--- src/rtl/mbldcm_freq_ramp_ctrl.sv ---
`default_nettype none
// ============================================================================
// Module      : mbldcm_freq_ramp_ctrl
// Description : Ramp sequencer ahead of the frequency-to-divider stage.
//               Steps the current frequency toward a commanded goal, one
//               latch pulse per intermediate value, waits for the divider's
//               reflected handshake, then holds before the next step.
//               Emergency stop ramps straight to 0; a missing handshake
//               raises a sticky error.
// Revision    : 1.0 - initial release
// ============================================================================
module mbldcm_freq_ramp_ctrl #(
  parameter logic [31:0] pStepInterval = 32'd1000,
  parameter logic [31:0] pReflTimeout  = 32'd64
) (
  input  logic        iClock,
  input  logic        iReset,
  input  logic        iCmdValid,
  input  logic [31:0] iCmdFreq,
  output logic        oCmdReady,
  input  logic [31:0] iStep,
  input  logic        iEStop,
  input  logic        iClearErr,
  output logic        oLatchFreqTarget,
  output logic [31:0] oFreqTarget,
  input  logic        iFreqReflected,
  output logic [31:0] oFreqCur,
  output logic        oBusy,
  output logic        oAtTarget,
  output logic        oError
);

  // Clamp parameters to their legal minimums.
  localparam logic [31:0] cInterval = (pStepInterval == 32'd0) ? 32'd1 : pStepInterval;
  localparam logic [31:0] cTimeout  = (pReflTimeout < 32'd8) ? 32'd8 : pReflTimeout;
  // Timeout is measured from the latch pulse: the LATCH cycle plus
  // (cTimeout-1) WAIT_REFL cycles, so ERROR appears cTimeout cycles after it.
  localparam logic [31:0] cWaitLast = cTimeout - 32'd2;
  localparam logic [31:0] cHoldLast = cInterval - 32'd1;

  typedef enum logic [2:0] {
    sIdle     = 3'd0,
    sLatch    = 3'd1,
    sWaitRefl = 3'd2,
    sHold     = 3'd3,
    sError    = 3'd4
  } tState;

  tState       rState;
  tState       wStateNext;
  logic [31:0] rFreqCur;
  logic [31:0] rFreqGoal;
  logic        rEStopPend;
  logic [31:0] rWaitCnt;
  logic [31:0] rHoldCnt;

  logic        wReady;
  logic        wAccept;
  logic [31:0] wGoalEff;
  logic [31:0] wFreqNext;
  logic [32:0] wSum;
  logic [32:0] wGap;

  // Command handshake: ready in IDLE/HOLD; an E-stop or pending stop swallows the command.
  assign wReady   = (rState == sIdle) || (rState == sHold);
  assign wAccept  = iCmdValid && wReady && !iEStop && !rEStopPend;
  assign wGoalEff = wAccept ? iCmdFreq : rFreqGoal;

  // Next ramp value, computed with one guard bit so neither direction can wrap.
  always_comb begin
    wSum      = {1'b0, rFreqCur} + {1'b0, iStep};
    wGap      = {1'b0, rFreqCur} - {1'b0, rFreqGoal};
    wFreqNext = rFreqGoal;
    if (rEStopPend || (iStep == 32'd0)) begin
      wFreqNext = rFreqGoal;
    end else if (rFreqCur < rFreqGoal) begin
      wFreqNext = (wSum >= {1'b0, rFreqGoal}) ? rFreqGoal : wSum[31:0];
    end else if (rFreqCur > rFreqGoal) begin
      wFreqNext = (wGap <= {1'b0, iStep}) ? rFreqGoal : (rFreqCur - iStep);
    end
  end

  // State register.
  always_ff @(posedge iClock) begin
    if (iReset) begin
      rState <= sIdle;
    end else begin
      rState <= wStateNext;
    end
  end

  // Next-state decode and handshake outputs.
  always_comb begin
    wStateNext       = rState;
    oCmdReady        = 1'b0;
    oLatchFreqTarget = 1'b0;
    oFreqTarget      = rFreqCur;
    case (rState)
      sIdle: begin
        oCmdReady = 1'b1;
        if (iEStop || rEStopPend) begin
          wStateNext = sLatch;
        end else if (wAccept && (iCmdFreq != rFreqCur)) begin
          wStateNext = sLatch;
        end
      end
      sLatch: begin
        oLatchFreqTarget = 1'b1;
        oFreqTarget      = wFreqNext;
        wStateNext       = sWaitRefl;
      end
      sWaitRefl: begin
        if (iFreqReflected) begin
          if (rEStopPend) begin
            wStateNext = (rFreqCur != 32'd0) ? sLatch : sIdle;
          end else begin
            wStateNext = sHold;
          end
        end else if (rWaitCnt == cWaitLast) begin
          wStateNext = sError;
        end
      end
      sHold: begin
        oCmdReady = 1'b1;
        if (iEStop || rEStopPend) begin
          wStateNext = sLatch;
        end else if (rHoldCnt == cHoldLast) begin
          wStateNext = (rFreqCur != wGoalEff) ? sLatch : sIdle;
        end
      end
      sError: begin
        if (iClearErr) begin
          wStateNext = sIdle;
        end
      end
      default: begin
        wStateNext = sIdle;
      end
    endcase
  end

  // Frequency registers, stop flag and the wait/hold counters.
  always_ff @(posedge iClock) begin
    if (iReset) begin
      rFreqCur   <= 32'd0;
      rFreqGoal  <= 32'd0;
      rEStopPend <= 1'b0;
      rWaitCnt   <= 32'd0;
      rHoldCnt   <= 32'd0;
    end else begin
      if (iEStop && (rState != sError)) begin
        rFreqGoal  <= 32'd0;
        rEStopPend <= 1'b1;
      end else begin
        if (wAccept) begin
          rFreqGoal <= iCmdFreq;
        end
        // Stop completes once a latched 0 has been applied by the divider.
        if ((rState == sWaitRefl) && iFreqReflected && rEStopPend && (rFreqCur == 32'd0)) begin
          rEStopPend <= 1'b0;
        end
      end

      if (rState == sLatch) begin
        rFreqCur <= wFreqNext;
      end

      // Leaving ERROR re-anchors the goal at the last applied frequency.
      if ((rState == sError) && iClearErr) begin
        rFreqGoal  <= rFreqCur;
        rEStopPend <= 1'b0;
      end

      rWaitCnt <= (rState == sWaitRefl) ? (rWaitCnt + 32'd1) : 32'd0;
      rHoldCnt <= (rState == sHold) ? (rHoldCnt + 32'd1) : 32'd0;
    end
  end

  // Status outputs.
  assign oFreqCur  = rFreqCur;
  assign oBusy     = (rState != sIdle);
  assign oAtTarget = (rState == sIdle) && (rFreqCur == rFreqGoal);
  assign oError    = (rState == sError);

endmodule
`default_nettype wire
--- config.mk ---
export PLATFORM = sky130hd
export DESIGN_NAME = mbldcm_freq_ramp_ctrl
export DESIGN_NICKNAME = d
export VERILOG_FILES = /design/src/rtl/mbldcm_freq_ramp_ctrl.sv
export SDC_FILE = /design/constraint.sdc
export NUM_CORES = 1
export LEC_CHECK = 0
export CAP_MARGIN = 20
export CORE_ASPECT_RATIO = 1.5
export CORE_MARGIN = 2
export CORE_UTILIZATION = 48
export CTS_CLUSTER_SIZE = 8
export DETAILED_ROUTE_END_ITERATION = 10
export PLACE_DENSITY = 0.74
export SLEW_MARGIN = 5
export SYNTH_ARGS = -nofsm -noshare
export SYNTH_HDL_FRONTEND = slang
export SYNTH_SLANG_ARGS = --single-unit
--- constraint.sdc ---
create_clock -name iClock -period 8.3 [get_ports iClock]
set_clock_uncertainty 0.15 [all_clocks]
set_input_delay 0.83 -clock iClock [delete_from_list [all_inputs] [get_ports iClock]]
set_output_delay 0.83 -clock iClock [all_outputs]
set_load 0.05 [all_outputs]
### Clock wires, drivers and flops, run 1

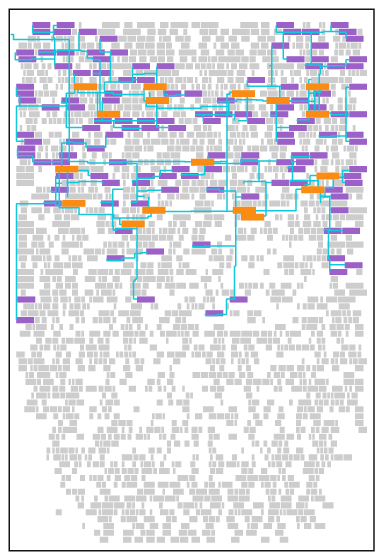
[cyan] clock wires | length: 1,760 um
[orange] clock-net drivers | count: 17
[purple] flip-flops | count: 132
routed clock nets	18

### Cell sizes after repair, run 1

Scale bar: 50 um.
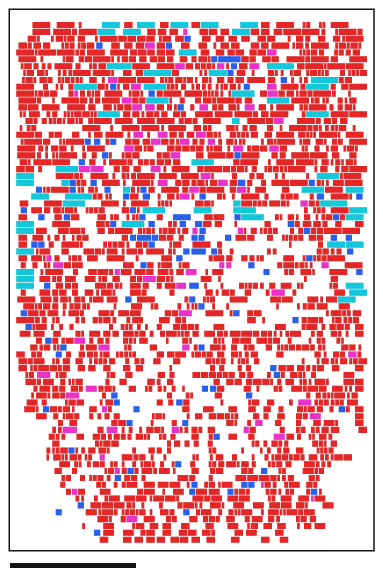
colour	size	cells	share
cyan	x6 and larger	55	2.7%
magenta	x2	72	3.5%
blue	x3 and x4	109	5.3%
red	x1 and smaller	1,816	88%

### The clock network, run 1

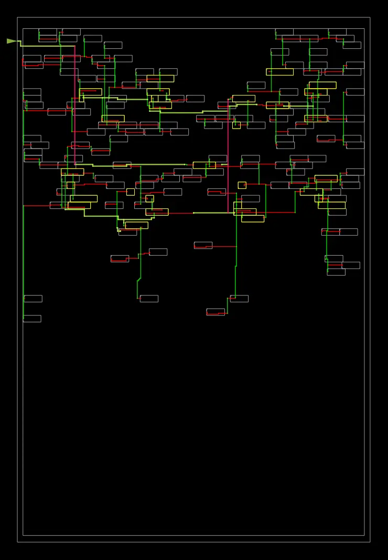
CTS Buf Count: 17
CTS sink cnt: 132
Latency at later pin: 430 ps
flip-flop and latch count: 132

==> flow_summary.json, run 1 <==
{
  "status": "complete, no violations",
  "setup_viol": 0,
  "grt_overflow_total": 0,
  "htreeDepth": 4,
  "async_reset_ff_share_pct": 0,
  "ys_sh_xor_pct": 11.97,
  "final_max_slew_viol_count": 0,
  "critPathTopFamily": "AND-OR/OR-AND gates",
  "yosysWarningCount": 0,
  "synth.most_common_cell": "nor2_1",
  "cts_root_buffer": "clkbuf_16",
  "path_buffers": 7,
  "clkTransAtPathRegs_ps": 60,
  "ctsResizeCount": 0,
  "seqCellArea_mm2": 0.002643,
  "areaGrowthSynthToFinish_pct": 23.56,
  "top_usage_layer": "met2",
  "max_freq_mhz": 127.2,
  "top_area_cell": "dfxtp_1",
  "placed_area_mm2": 0.01667,
  "wl_met3_mm": 3.976,
  "first_pass_iters": 7,
  "worstPathMaxFanout": 7,
  "ys_top_logic_family": "AND-OR/OR-AND gates",
  "maxCapViolations": 0,
  "aoi_share_pct": 23.44,
  "ff2ff_path_depth": 23,
  "route.detailed.drc": 0,
  "hold_path.startpoint": "rWaitCnt[0]",
  "ant_nets": 0,
  "post_cts_buffers": 0,
  "drive_above_1_share_pct": 11.50,
  "tightest_slew_ps": 1003,
  "critPathLaunch": "iStep[4]",
  "synth_nets": 2089,
  "synth_seq_share_pct": 18.72,
  "lay_top_cells": "179 x nor2_1, 161 x ha_1, 132 x nand2_1, 132 x dfxtp_1, 122 x a21oi_1",
  "openroad.warnings": 58,
  "grt_pass1_vias": 15390,
  "finalNetCount": 2275,
  "wirelength_mm": 58.95,
  "post-route-util_pct": 60.54,
  "holdPathStages": 1,
  "layout_top_cell": "nor2_1",
  "wl_met2_mm": 27.65,
  "critPathArrivalTime_ps": 6880,
  "grt_use_met3_pct": 6.208,
  "synthFlopType": "dfxtp_1",
  "edf_count": 0,
  "r2r-start": "rFreqGoal[0]",
  "io_buffers": 138,
  "stdcell_area_mm2": 0.01744,
  "top_cells_by_count": "180 x nor2_1, 162 x ha_1, 132 x dfxtp_1, 132 x nand2_1, 124 x a21oi_1",
  "cp-end-kind": "output port",
  "place_hpwl_mm": 48.21,
  "fill_cells": 2604,
  "highest_layer": "met4",
  "cts_tree": "built",
  "cts.path.max_buffers": 2,
  "die_x_um": 144.0,
  "critPathKind": "primary input to output port",
  "die_height_um": 214.0,
  "final.period_utilization_pct": 94.74,
  "final-comb-area_mm2": 0.01082,
  "wl_met1_mm": 20.80,
  "hold_class": "register to register",
  "synth.avg_cell_area_um2": 7.614,
  "start_kind": "primary input",
  "critical_path_required_ps": 7320,
  "r2r_end": "oFreqCur[11]",
  "dieArea_mm2": 0.03082,
  "synth_top_area_share_pct": 18.72,
  "antenna_found_initial": 1,
  "ff2ff_setup_slack_ps": 1800,
  "rows": 76,
  "simple_gate_share_pct": 23.29,
  "grt_usage_pct": 37.80,
  "grt_max_degree": 70,
  "hold_violations": 0,
  "fin_tns_setup_ps": 0,
  "ys_cells": 1854,
  "synth.area.top_cells": "dfxtp_1 19%, ha_1 14%, xor2_1 7.3%",
  "ys_ff": 132,
  "ys_sh_adder_pct": 14.78,
  "critical-path-max-stage-delay_ps": 570,
  "path_common_cell": "inv_1",
  "grt_pass1_wl_mm": 87.98,
  "ios": 139,
  "drt_iter0_drc": 1451,
  "gp_congestion": 1.081,
  "fp_util_pct": 48.99
}
run 1: per-stage QoR:
stage	setup slack [ps]	hold slack, ps	std cells
2_1_floorplan	979.3	276.0	1854
6_report	436.2	333.2	2443
4_1_cts	27.34	328.3	2439
3_5_place_dp	102.1	309.6	2408
5_1_grt	-10.53	361.8	2442
3_3_place_gp	222.5	291.4	2408
run 1: cell type report:
| cell class | count | area share, % |
|---|---|---|
| timing repair buffer | 234 | 13.69 |
| inverter | 120 | 2.583 |
| sequential | 132 | 15.15 |
| clock inverter | 14 | 1.284 |
| clock buffer | 17 | 2.439 |
| multi-input combinational | 1535 | 62.04 |
| antenna | 1 | 0.01435 |
| tap | 390 | 2.798 |
==> run 1 -> run 2 <==
--- a/config.mk
+++ b/config.mk
@@ -12,6 +12,7 @@
 export CTS_CLUSTER_SIZE = 8
 export DETAILED_ROUTE_END_ITERATION = 10
 export PLACE_DENSITY = 0.74
+export RECOVER_POWER = 100
 export SLEW_MARGIN = 5
 export SYNTH_ARGS = -nofsm -noshare
 export SYNTH_HDL_FRONTEND = slang
==> run 2 against run 1 <==
Against the previous run:
- the flow now finishes with violations (max-capacitance violations, max-slew violations)
- global-route usage unchanged
- area after synthesis unchanged
- design area down 1.7%
- setup slack worse by 120 ps
- critical path type unchanged
==> flow_summary.json, run 2 <==
{
  "wl_met2_mm": 27.56,
  "critPathKind": "primary input to output port",
  "gp_congestion": 1.081,
  "drive_above_1_share_pct": 10.92,
  "synth_top_area_share_pct": 18.72,
  "synth.avg_cell_area_um2": 7.614,
  "synth_seq_share_pct": 18.72,
  "wl_met3_mm": 3.889,
  "synth.area.top_cells": "dfxtp_1 19%, ha_1 14%, xor2_1 7.3%",
  "ctsResizeCount": 0,
  "clock_latency_ps": 430,
  "r2r-start": "rFreqGoal[0]",
  "status": "finished, violations left",
  "drt_iter0_drc": 1416,
  "synth_nets": 2089,
  "layout.cells.non_filler": 2443,
  "ff2ff_setup_slack_ps": 1430,
  "highest_layer": "met5",
  "grt_max_degree": 70,
  "placed_area_mm2": 0.01667,
  "hold_class": "register to register",
  "fp_util_pct": 48.99,
  "start_kind": "primary input",
  "first_pass_iters": 7,
  "ff2ff_path_depth": 26,
  "path_buffers": 5,
  "synth.most_common_cell": "nor2_1",
  "critPathTopFamily": "AND-OR/OR-AND gates",
  "holdPathStages": 1,
  "ys_cells": 1854,
  "synthFlopType": "dfxtp_1",
  "top_usage_layer": "met2",
  "clkTransAtPathRegs_ps": 60,
  "die_x_um": 144.0,
  "io_buffers": 138,
  "cp-end-kind": "output port",
  "fin_tns_setup_ps": 0,
  "final_max_slew_viol_count": 107,
  "placed_cells": 2408,
  "post-route-util_pct": 59.52,
  "final.period_utilization_pct": 96.16,
  "ant_nets": 0,
  "finalNetCount": 2275,
  "setup_viol": 0,
  "grt_usage_pct": 37.80,
  "maxCapViolations": 2,
  "ys_ff": 132,
  "wirelength_mm": 58.92,
  "antenna_found_initial": 2,
  "edf_count": 0,
  "async_reset_ff_share_pct": 0,
  "route.detailed.drc": 0,
  "wl_met1_mm": 20.77,
  "grt_use_met3_pct": 6.208,
  "place_hpwl_mm": 48.21,
  "layout_top_cell": "nor2_1",
  "critPathLaunch": "iStep[7]",
  "openroad.warnings": 58,
  "post_cts_buffers": 0,
  "grt_pass1_wl_mm": 87.98,
  "hold_path.startpoint": "rWaitCnt[0]",
  "yosysWarningCount": 0,
  "violations": "max-capacitance violations, max-slew violations",
  "htreeDepth": 4,
  "cts_tree": "built"
}
[run 2: cell counts after synthesis]
No cell type changed its count.
[run 2: cell type report]
cell class | instances | area, um2
clock buffer | 17 | 425.4
multi-input combinational | 1535 | 10820
inverter | 120 | 450.4
fill | 2645 | 11660
timing repair buffer | 234 | 2098
tap | 390 | 488.0
antenna | 1 | 2.502
clock inverter | 14 | 224.0
sequential | 132 | 2643
[run 2: logic make-up after synthesis]
kind of cell / share of synthesized area [%]
flops: 18.72
mux: 2.526
fa+ha+maj: 14.78
compound gates: 23.44
xor+xnor: 11.97
simple gates: 23.29
buf+inv: 5.265
### Where the registers sit, run 2

Scale bar: 50 um. Other sequential cells in the stronger grey, the rest of the logic in the fainter grey.
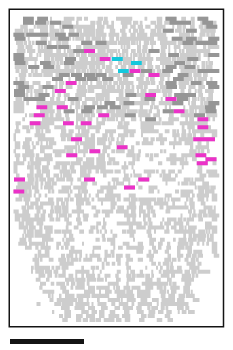
colour	netlist name	placed flops
cyan	rState	3
magenta	oFreqCur	32

### Cell sizes after repair, run 2

Scale bar: 50 um.
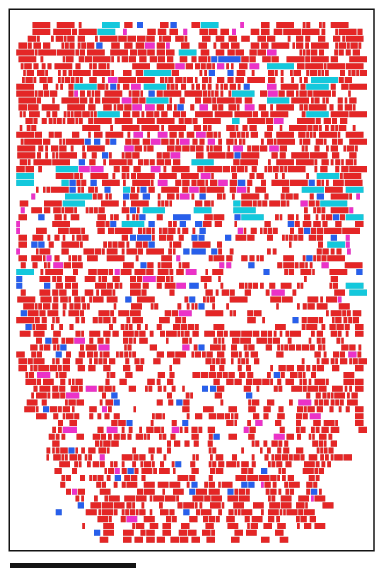
Buffers, non-clock: 234
final instance area: 0.01715 mm2
P&R area growth vs syn: 21.49%

### Cells coloured by class, run 2

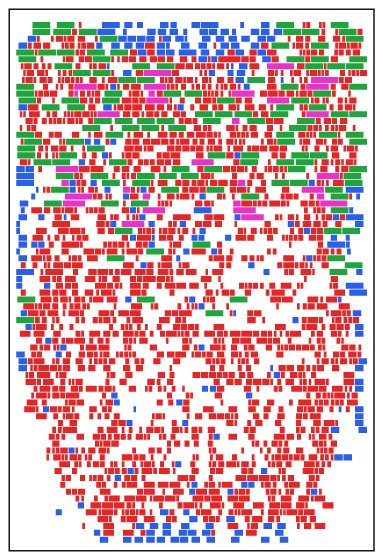

==> run 2 -> run 3 <==
--- a/config.mk
+++ b/config.mk
@@ -8,11 +8,12 @@
 export CAP_MARGIN = 20
 export CORE_ASPECT_RATIO = 1.5
 export CORE_MARGIN = 2
-export CORE_UTILIZATION = 48
+export CORE_UTILIZATION = 60
 export CTS_CLUSTER_SIZE = 8
 export DETAILED_ROUTE_END_ITERATION = 10
-export PLACE_DENSITY = 0.74
+export PLACE_DENSITY = 0.88
 export RECOVER_POWER = 100
+export SKIP_LAST_GASP = 1
 export SLEW_MARGIN = 5
 export SYNTH_ARGS = -nofsm -noshare
 export SYNTH_HDL_FRONTEND = slang
### Cells coloured by class, run 3

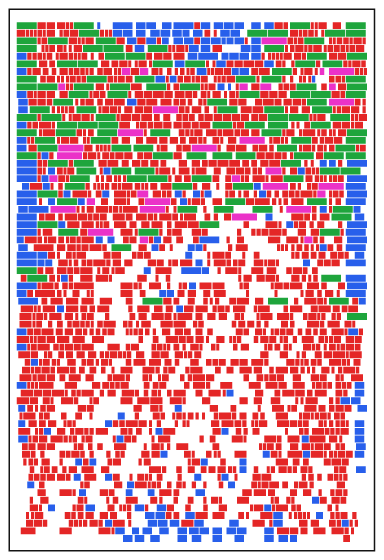
colour	class	cells	share of their area
red	remaining logic cells	1,655	67%
blue	remaining buffers and delay cells	231	14%
green	registers	132	16%
magenta	clock drivers and dummy loads	32	3.4%

### Cell sizes after repair, run 3

Scale bar: 50 um.
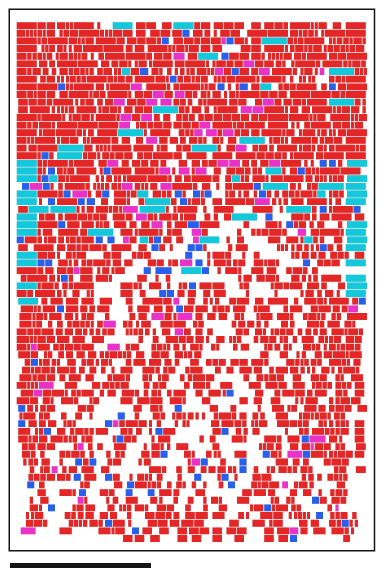
colour	size	cells	share
red	x1 and smaller	1,828	89%
blue	x3 and x4	98	4.8%
cyan	x6 and larger	57	2.8%
magenta	x2	67	3.3%

==> run 3 against run 2 <==
Against the previous run:
- synthesized cell count is the same
- via count up 6.1%
- non-clock buffer count decreased by 3
- worst hold slack worse by 20 ps
- highest routed layer is now met4
- wire length grew 2.4%
- the flow still finishes with violations (max-capacitance violations, max-slew violations)
- critical endpoint is now oFreqTarget[12]
- sequential share of layout area about the same
- utilization is 15 points higher
- largest cell class unchanged
==> flow_summary.json, run 3 <==
{
  "clkTransAtPathRegs_ps": 60,
  "clock-sinks": 132,
  "setup_viol": 0,
  "antenna_found_initial": 0,
  "ios": 139,
  "place_hpwl_mm": 46.35,
  "top_cells_by_count": "180 x nor2_1, 162 x ha_1, 132 x dfxtp_1, 132 x nand2_1, 124 x a21oi_1",
  "fp_util_pct": 61.22,
  "start_kind": "register",
  "clock_area_share_pct": 3.277,
  "synth.avg_cell_area_um2": 7.614,
  "final_max_slew_viol_count": 83,
  "ant_nets": 0,
  "final-comb-area_mm2": 0.01076,
  "top_usage_layer": "met2",
  "first_pass_iters": 7,
  "ys_ff": 132,
  "violations": "max-capacitance violations, max-slew violations",
  "cts_hold_buf": 0,
  "placed_cells": 2330,
  "diodes": 1,
  "synthFlopType": "dfxtp_1",
  "gp_congestion": 1.119,
  "synth_seq_share_pct": 18.72,
  "synth_nets": 2089,
  "fin_tns_setup_ps": 0,
  "seqCellArea_mm2": 0.002643,
  "period_needed_ps": 8168,
  "taps": 315,
  "simple_gate_share_pct": 23.29,
  "drive_above_1_share_pct": 10.83,
  "grtUsageMet2_pct": 75.22,
  "final.period_utilization_pct": 98.41,
  "async_reset_ff_share_pct": 0,
  "coreArea_mm2": 0.02306,
  "grt_max_degree": 70,
  "die_x_um": 129.2,
  "seq_area_share_pct": 15.38,
  "wl_met1_mm": 20.52,
  "comb_cells": 1535,
  "ys_sh_xor_pct": 11.97,
  "drt_iter0_drc": 2122,
  "maxCapViolations": 2,
  "buf_share_pct": 13.80,
  "finalNetCount": 2272,
  "signal_buffers": 231,
  "ctsResizeCount": 0,
  "route.detailed.drc": 0,
  "layout.cells.non_filler": 2366,
  "wl_met3_mm": 5.977,
  "critical-path-max-stage-delay_ps": 620,
  "synth_top_area_share_pct": 18.72,
  "path_buffers": 4,
  "critPathKind": "register to output port",
  "fill_cells": 1688,
  "nNonClkInverters": 120,
  "lay_top_cells": "180 x nor2_1, 162 x ha_1, 132 x nand2_1, 132 x dfxtp_1, 122 x a21oi_1",
  "grt_pass1_vias": 15730,
  "ys_top_logic_family": "AND-OR/OR-AND gates",
  "clock_latency_ps": 450,
  "cts_root_buffer": "clkbuf_16",
  "htreeDepth": 4,
  "ys_sh_adder_pct": 14.78,
  "die_height_um": 191.9,
  "layout_top_cell": "nor2_1",
  "aoi_share_pct": 23.44,
  "placed_area_mm2": 0.01660,
  "post-route-util_pct": 74.53,
  "ys_cells": 1854,
  "clkbuf_count": 17,
  "highest_layer": "met4",
  "stdcell_area_mm2": 0.01718,
  "grt_use_met3_pct": 11.11,
  "wl_met2_mm": 26.85,
  "io_buffers": 138,
  "wirelength_mm": 60.34,
  "synth.most_common_cell": "nor2_1",
  "top_area_cell": "dfxtp_1",
  "syn_area_mm2": 0.01412,
  "cts_tree": "built",
  "critical_path_required_ps": 7320,
  "grt_usage_pct": 47.62,
  "critPathTopFamily": "AND-OR/OR-AND gates",
  "place_ws_ps": 218.7,
  "vias": 16480,
  "ff_count": 132,
  "openroad.warnings": 58,
  "edf_count": 0,
  "grt_pass1_wl_mm": 89.08,
  "sh_comb_area_pct": 62.62,
  "ys_area_mm2": 0.01412,
  "largest_cell_class": "combinational gates",
  "post_cts_buffers": 0,
  "worstPathMaxFanout": 10,
  "yosysWarningCount": 0,
  "rows": 68,
  "status": "finished, violations left",
  "synth.area.top_cells": "dfxtp_1 19%, ha_1 14%, xor2_1 7.3%",
  "mux_area_share_pct": 2.526,
  "areaGrowthSynthToFinish_pct": 21.73,
  "hold_class": "register to register",
  "cp-end-kind": "output port"
}
run 3: cell types whose count changed in the layout (fill, tap and decap cells not counted), sizes merged:
cell | previous run | this run
buf | 100 | 123
bufinv | 5 | 0
clkbuf | 46 | 20
clkinv | 5 | 6
clkinvlp | 1 | 2
inv | 123 | 127
run 3: final timing paths:
| path | from | end | slack, ps | cells past startpoint |
|---|---|---|---|---|
| worst max-delay path | rFreqGoal[0] | oFreqTarget[12] | 130 | 24 |
| worst max register to register | rFreqGoal[0] | oFreqCur[12] | 1350 | 24 |
| worst min register to register | rHoldCnt[0] | rHoldCnt[0] | 310 | 1 |
| worst min-delay path | rHoldCnt[0] | rHoldCnt[0] | 310 | 1 |
